**src/rtl/seq_det_ctrl.sv**
```systemverilog
// Run controller for a programmable serial pattern detector: latches a pattern
// at start, counts matches on a valid-qualified bit stream, stops at a target count.
module seq_det_ctrl #(
    parameter int MAX_LEN = 8,
    parameter int CNT_W   = 8,
    localparam int LEN_W  = $clog2(MAX_LEN + 1)
) (
    input  logic               clk,
    input  logic               rst_n,
    input  logic [MAX_LEN-1:0] cfg_pattern,
    input  logic [LEN_W-1:0]   cfg_len,
    input  logic               cfg_overlap,
    input  logic [CNT_W-1:0]   cfg_target,
    input  logic               start,
    input  logic               abort,
    input  logic               in,
    input  logic               in_valid,
    output logic               busy,
    output logic               match,
    output logic [CNT_W-1:0]   match_count,
    output logic               done,
    output logic               cfg_err
);

    typedef enum logic [1:0] {
        IDLE = 2'd0,
        RUN  = 2'd1,
        DONE = 2'd2
    } state_t;

    state_t             r_state;
    logic [MAX_LEN-1:0] r_hist;
    logic [LEN_W-1:0]   r_fill;
    logic [MAX_LEN-1:0] r_pat;
    logic [LEN_W-1:0]   r_len;
    logic               r_ovl;
    logic [CNT_W-1:0]   r_target;
    logic [CNT_W-1:0]   r_count;
    logic               r_match;
    logic               r_cfg_err;
    logic               r_busy;
    logic               r_done;

    logic [MAX_LEN-1:0] w_hist_nxt;
    logic [LEN_W-1:0]   w_fill_nxt;
    logic [MAX_LEN-1:0] w_mask;
    logic               w_hit;
    logic               w_cfg_bad;
    logic [CNT_W-1:0]   w_count_inc;

    // Next history/fill and the hit decision for the bit being sampled this cycle.
    always_comb begin
        w_mask      = {MAX_LEN{1'b0}};
        w_hist_nxt  = {r_hist[MAX_LEN-2:0], in};
        w_fill_nxt  = (r_fill >= LEN_W'(MAX_LEN)) ? r_fill : r_fill + {{(LEN_W-1){1'b0}}, 1'b1};
        for (int i = 0; i < MAX_LEN; i++) begin
            w_mask[i] = (LEN_W'(i) < r_len);
        end
        w_hit       = in_valid && (w_fill_nxt >= r_len) &&
                      (((w_hist_nxt ^ r_pat) & w_mask) == {MAX_LEN{1'b0}});
        w_cfg_bad   = (cfg_len == {LEN_W{1'b0}}) || (cfg_len > LEN_W'(MAX_LEN)) ||
                      (cfg_target == {CNT_W{1'b0}});
        w_count_inc = r_count + {{(CNT_W-1){1'b0}}, 1'b1};
    end

    // Run-control FSM with all outputs registered.
    always_ff @(posedge clk or negedge rst_n) begin
        if (!rst_n) begin
            r_state   <= IDLE;
            r_hist    <= {MAX_LEN{1'b0}};
            r_fill    <= {LEN_W{1'b0}};
            r_pat     <= {MAX_LEN{1'b0}};
            r_len     <= {LEN_W{1'b0}};
            r_ovl     <= 1'b0;
            r_target  <= {CNT_W{1'b0}};
            r_count   <= {CNT_W{1'b0}};
            r_match   <= 1'b0;
            r_cfg_err <= 1'b0;
            r_busy    <= 1'b0;
            r_done    <= 1'b0;
        end else begin
            r_match   <= 1'b0;
            r_cfg_err <= 1'b0;
            case (r_state)
                IDLE, DONE: begin
                    // abort always suppresses a coincident start
                    if (abort) begin
                        r_state <= IDLE;
                        r_done  <= 1'b0;
                    end else if (start) begin
                        if (w_cfg_bad) begin
                            r_cfg_err <= 1'b1;
                            r_state   <= IDLE;
                            r_done    <= 1'b0;
                        end else begin
                            r_pat    <= cfg_pattern;
                            r_len    <= cfg_len;
                            r_ovl    <= cfg_overlap;
                            r_target <= cfg_target;
                            r_hist   <= {MAX_LEN{1'b0}};
                            r_fill   <= {LEN_W{1'b0}};
                            r_count  <= {CNT_W{1'b0}};
                            r_state  <= RUN;
                            r_busy   <= 1'b1;
                            r_done   <= 1'b0;
                        end
                    end else begin
                        r_state <= r_state;
                    end
                end
                RUN: begin
                    if (abort) begin
                        r_state <= IDLE;
                        r_busy  <= 1'b0;
                    end else if (in_valid) begin
                        r_hist <= w_hist_nxt;
                        if (w_hit) begin
                            r_match <= 1'b1;
                            r_count <= w_count_inc;
                            r_fill  <= r_ovl ? w_fill_nxt : {LEN_W{1'b0}};
                            if (w_count_inc == r_target) begin
                                r_state <= DONE;
                                r_busy  <= 1'b0;
                                r_done  <= 1'b1;
                            end else begin
                                r_state <= RUN;
                            end
                        end else begin
                            r_fill <= w_fill_nxt;
                        end
                    end else begin
                        r_state <= RUN;
                    end
                end
                default: begin
                    r_state <= IDLE;
                    r_busy  <= 1'b0;
                    r_done  <= 1'b0;
                end
            endcase
        end
    end

    assign busy        = r_busy;
    assign done        = r_done;
    assign match       = r_match;
    assign cfg_err     = r_cfg_err;
    assign match_count = r_count;

endmodule

```
**config.mk**
```make
export PLATFORM = sky130hd
export DESIGN_NAME = seq_det_ctrl
export DESIGN_NICKNAME = d
export VERILOG_FILES = /design/src/rtl/seq_det_ctrl.sv
export SDC_FILE = /design/constraint.sdc
export NUM_CORES = 1
export LEC_CHECK = 0
export ABC_CLOCK_PERIOD_IN_PS = 2350
export CORE_ASPECT_RATIO = 1.1
export CORE_MARGIN = 3
export CORE_UTILIZATION = 50
export CTS_BUF_LIST = sky130_fd_sc_hd__clkbuf_2 sky130_fd_sc_hd__clkbuf_4 sky130_fd_sc_hd__clkbuf_8
export DETAILED_ROUTE_END_ITERATION = 7
export PLACE_DENSITY = 0.78
export SYNTH_ARGS = -nofsm -noshare
export SYNTH_HDL_FRONTEND = slang
export SYNTH_SLANG_ARGS = --single-unit
```
**constraint.sdc**
```tcl
create_clock -name clk -period 2.35 [get_ports clk]
set_input_delay 0.235 -clock clk [delete_from_list [all_inputs] [get_ports clk]]
set_output_delay 0.235 -clock clk [all_outputs]
set_load 0.05 [all_outputs]
```
==> Implementation_results.wiki <==
== Flow metrics ==
{| class="wikitable"
! Metric !! Value
|-
| Comb area || 1310 um^2
|-
| Share of the final layout cell area in multi-input gates || 40.4%
|-
| Data required time of the worst path || 2.60 ns
|-
| Classification of the worst-slack hold path || input port to asynchronous set/reset pin
|-
| Final Total Pwr || 2.22 mW
|-
| Gr ovfl total || 0
|-
| Fill cell instance count of the final layout || 368
|-
| Gp weighted congestion || 0.908
|-
| Average cell area after synthesis || 8.74 um^2
|-
| Buffer share of cell area || 17.3%
|-
| Top cell type's share of synthesized area || 46.0%
|-
| DRT iter0 DRCs || 190
|-
| Ant diodes || 0
|-
| Sw power || 700 uW
|-
| Share of post-route cells with drive strength above 1 || 15.4%
|-
| Number of global-route vias before repair || 2218
|-
| CP max FO || 7
|-
| Part of the power in combinational logic || 28.8%
|-
| Top cell class by occupied area || combinational gates
|-
| Number of enable-type register cells in the synthesized netlist || 0
|-
| Top_reg_cell synth || dfrtp_1
|-
| Number of buffers inserted by port buffering || 38
|-
| List of most frequent post-synthesis cells || 80 x nand2_1, 46 x dfrtp_1, 19 x nand3_1, 17 x o21ai_0, 15 x xnor2_1
|-
| Nets at Floorplan || 320
|-
| Worst hold margin || 0.0142 ns
|-
| Yosys stat cell total || 286
|-
| Number of logic gates || 217
|-
| Antenna-violating nets left || 0
|-
| Share of the core filled by cells before placement || 52.6%
|-
| Largest stage delay on the critical path || 0.52 ns
|-
| Most common cell after layout, fill and taps aside || nand2_1
|-
| Crit-path leading delay family || simple AND/OR/NAND/NOR gates
|-
| Placed Instances || 390
|-
| Minimum clock period after layout || 2.39 ns
|-
| Non-clk bufs || 63
|-
| Maximum VDD drop || 0.000436 V
|-
| Met3 global-route usage || 3.75%
|-
| Failing checks || setup timing
|-
| Total number of yosys warnings || 0
|-
| Worst path cell trace || inv_1 -> ha_1 -> mux2_4 -> ha_4 -> a211o_1 -> a21oi_2 -> a211o_4 -> or4b_1 -> nand3_1
|-
| IO Pins || 39
|-
| Die Wd || 73.4 um
|-
| Category of the worst setup path capture point || flip-flop
|-
| Setup violation total in the final timing report || 1
|-
| Net switching share of the total power || 31.5%
|-
| Storage element area || 1160 um^2
|-
| Invs w/o clock || 11
|-
| Detailed placement HPWL || 4.28 mm
|-
| Final period utilization || 101%
|-
| TritonCTS clock tree || done
|-
| Antenna violations before repair || 0
|-
| Detailed-routing iteration count for the pre-antenna-repair pass || 4
|-
| Syn-to-layout area delta || 30.2%
|-
| Post-synth area from yosys stat || 2500 um^2
|-
| Standard cell area after detailed placement || 3080 um^2
|-
| Clock root buffer master || clkbuf_8
|-
| Biggest area cells || dfrtp_1 46%, nand2_1 12%, xnor2_1 5.3%, nand3_1 3.8%, ha_1 3.5%
|-
| Gr busiest metal || met2
|-
| Largest buffer count on any clock path || 2
|-
| Data arrival time of the critical path || 2.63 ns
|-
| Routed length on met3 || 318 um
|-
| Die Outline Area || 5890 um^2
|-
| CP max-delay cell || or4b_1
|-
| Height of the die || 80.2 um
|-
| Number of warning messages in the logs || 31
|-
| Clock network area share || 3.34%
|-
| Count of placed standard cells in the final layout, fillers left out || 401
|-
| Hold Fails Final Rpt || 0
|-
| Critical path buffers and inverters || 1
|-
| Clock edge transition at the registers on the reported setup and hold paths || 0.09 ns
|-
| Worst Setup Slack, final || -0.0352 ns
|-
| Detail-routed via count per cell || 5.61
|-
| Routed WL per cell || 15.4 um
|-
| Tapcell count || 56
|-
| Status || complete, but fails checks
|-
| Max-cap violation count || 0
|-
| Total Routing Usage GR || 22.5%
|-
| Proportion of power drawn by flip-flops and latches || 44.7%
|-
| Most frequent cell after synthesis || nand2_1
|-
| Highest metal layer with signal wires || met4
|-
| Cells after synthesis || 286
|-
| Cts-stage hold buffer count || 0
|-
| Unrepaired setup endpoints after global routing || true
|}
[kinds of logic (layout without fill, tap and decap cells)]
group | after synthesis | count (layout) | share of synthesized area, %
xor+xnor | 20 | 20 | 7.01
flops | 46 | 46 | 46.0
mux | 2 | 2 | 0.851
buf+inv | 24 | 82 | 4.00
fa+ha+maj | 7 | 7 | 3.50
compound gates | 49 | 50 | 13.4
simple gates | 138 | 138 | 25.2
[worst paths after layout]
path	from	endpoint	depth (start not counted)
max	r_fill[1]	match_count[7]	9
min	rst_n	cfg_err	2
max reg2reg	r_fill[1]	match_count[7]	9
min reg2reg	r_pat[4]	r_pat[4]	2
max in group asynchronous	rst_n	match_count[0]	2
min in group clk	cfg_pattern[3]	r_pat[3]	3
Routed clock nets over the placement:
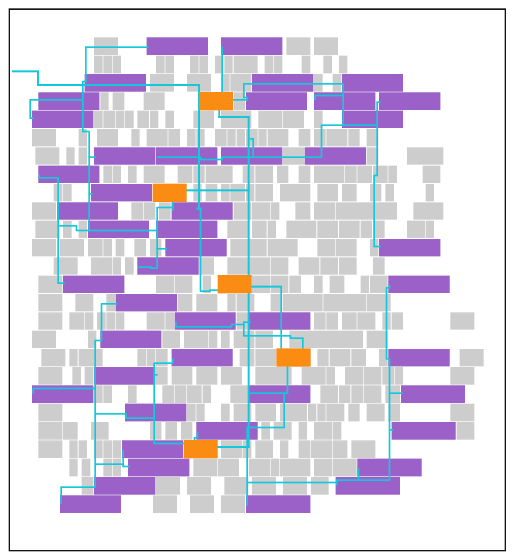
clock drivers -> orange  # count 5
flip-flops -> purple  # count 46
clock wires -> cyan  # length 580 um
flops lie = widely spread
routed clock nets = 6
worst-skew pair later-pin latency: 0.31 ns
P_clk: 589 uW
final worst clock skew: 0.00650 ns
clock network fraction of total power: 26.5%

Clock wiring as the flow saved it:
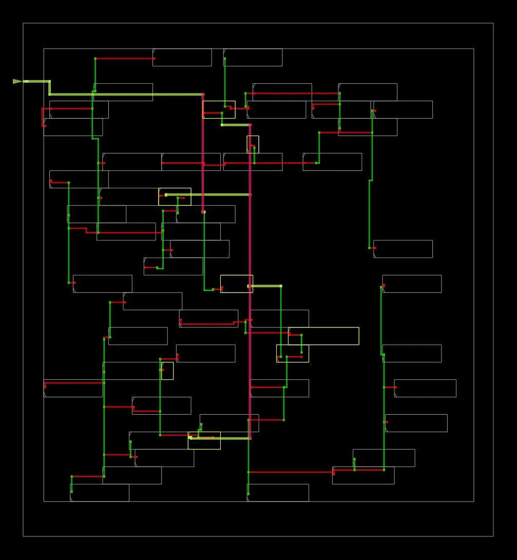
clock sinks: 46
FFs & Latches: 46

Placed cells, one colour a class:
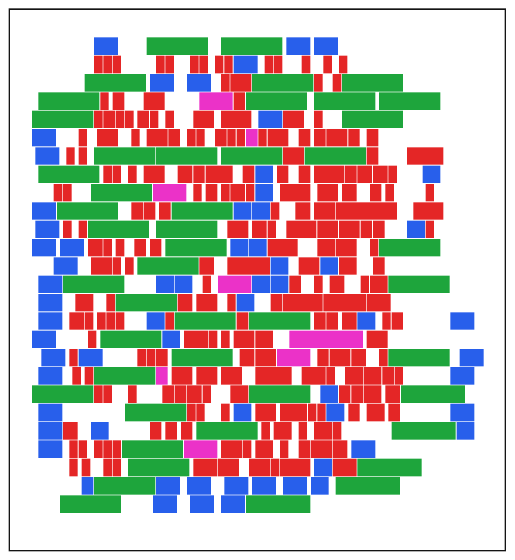
other buffers and delay cells -> blue  # cells 63
clock drivers and dummy loads -> magenta  # cells 8
combinational and other logic -> red  # cells 228
flops -> green  # cells 46
post-route cell area: 3250 um^2
area of the placeable core: 4750 um^2
Core Util, Final: 68.5%
flop share of the area: 35.6%
standard-cell rows: 26

Power and IR drop assume default switching activity.
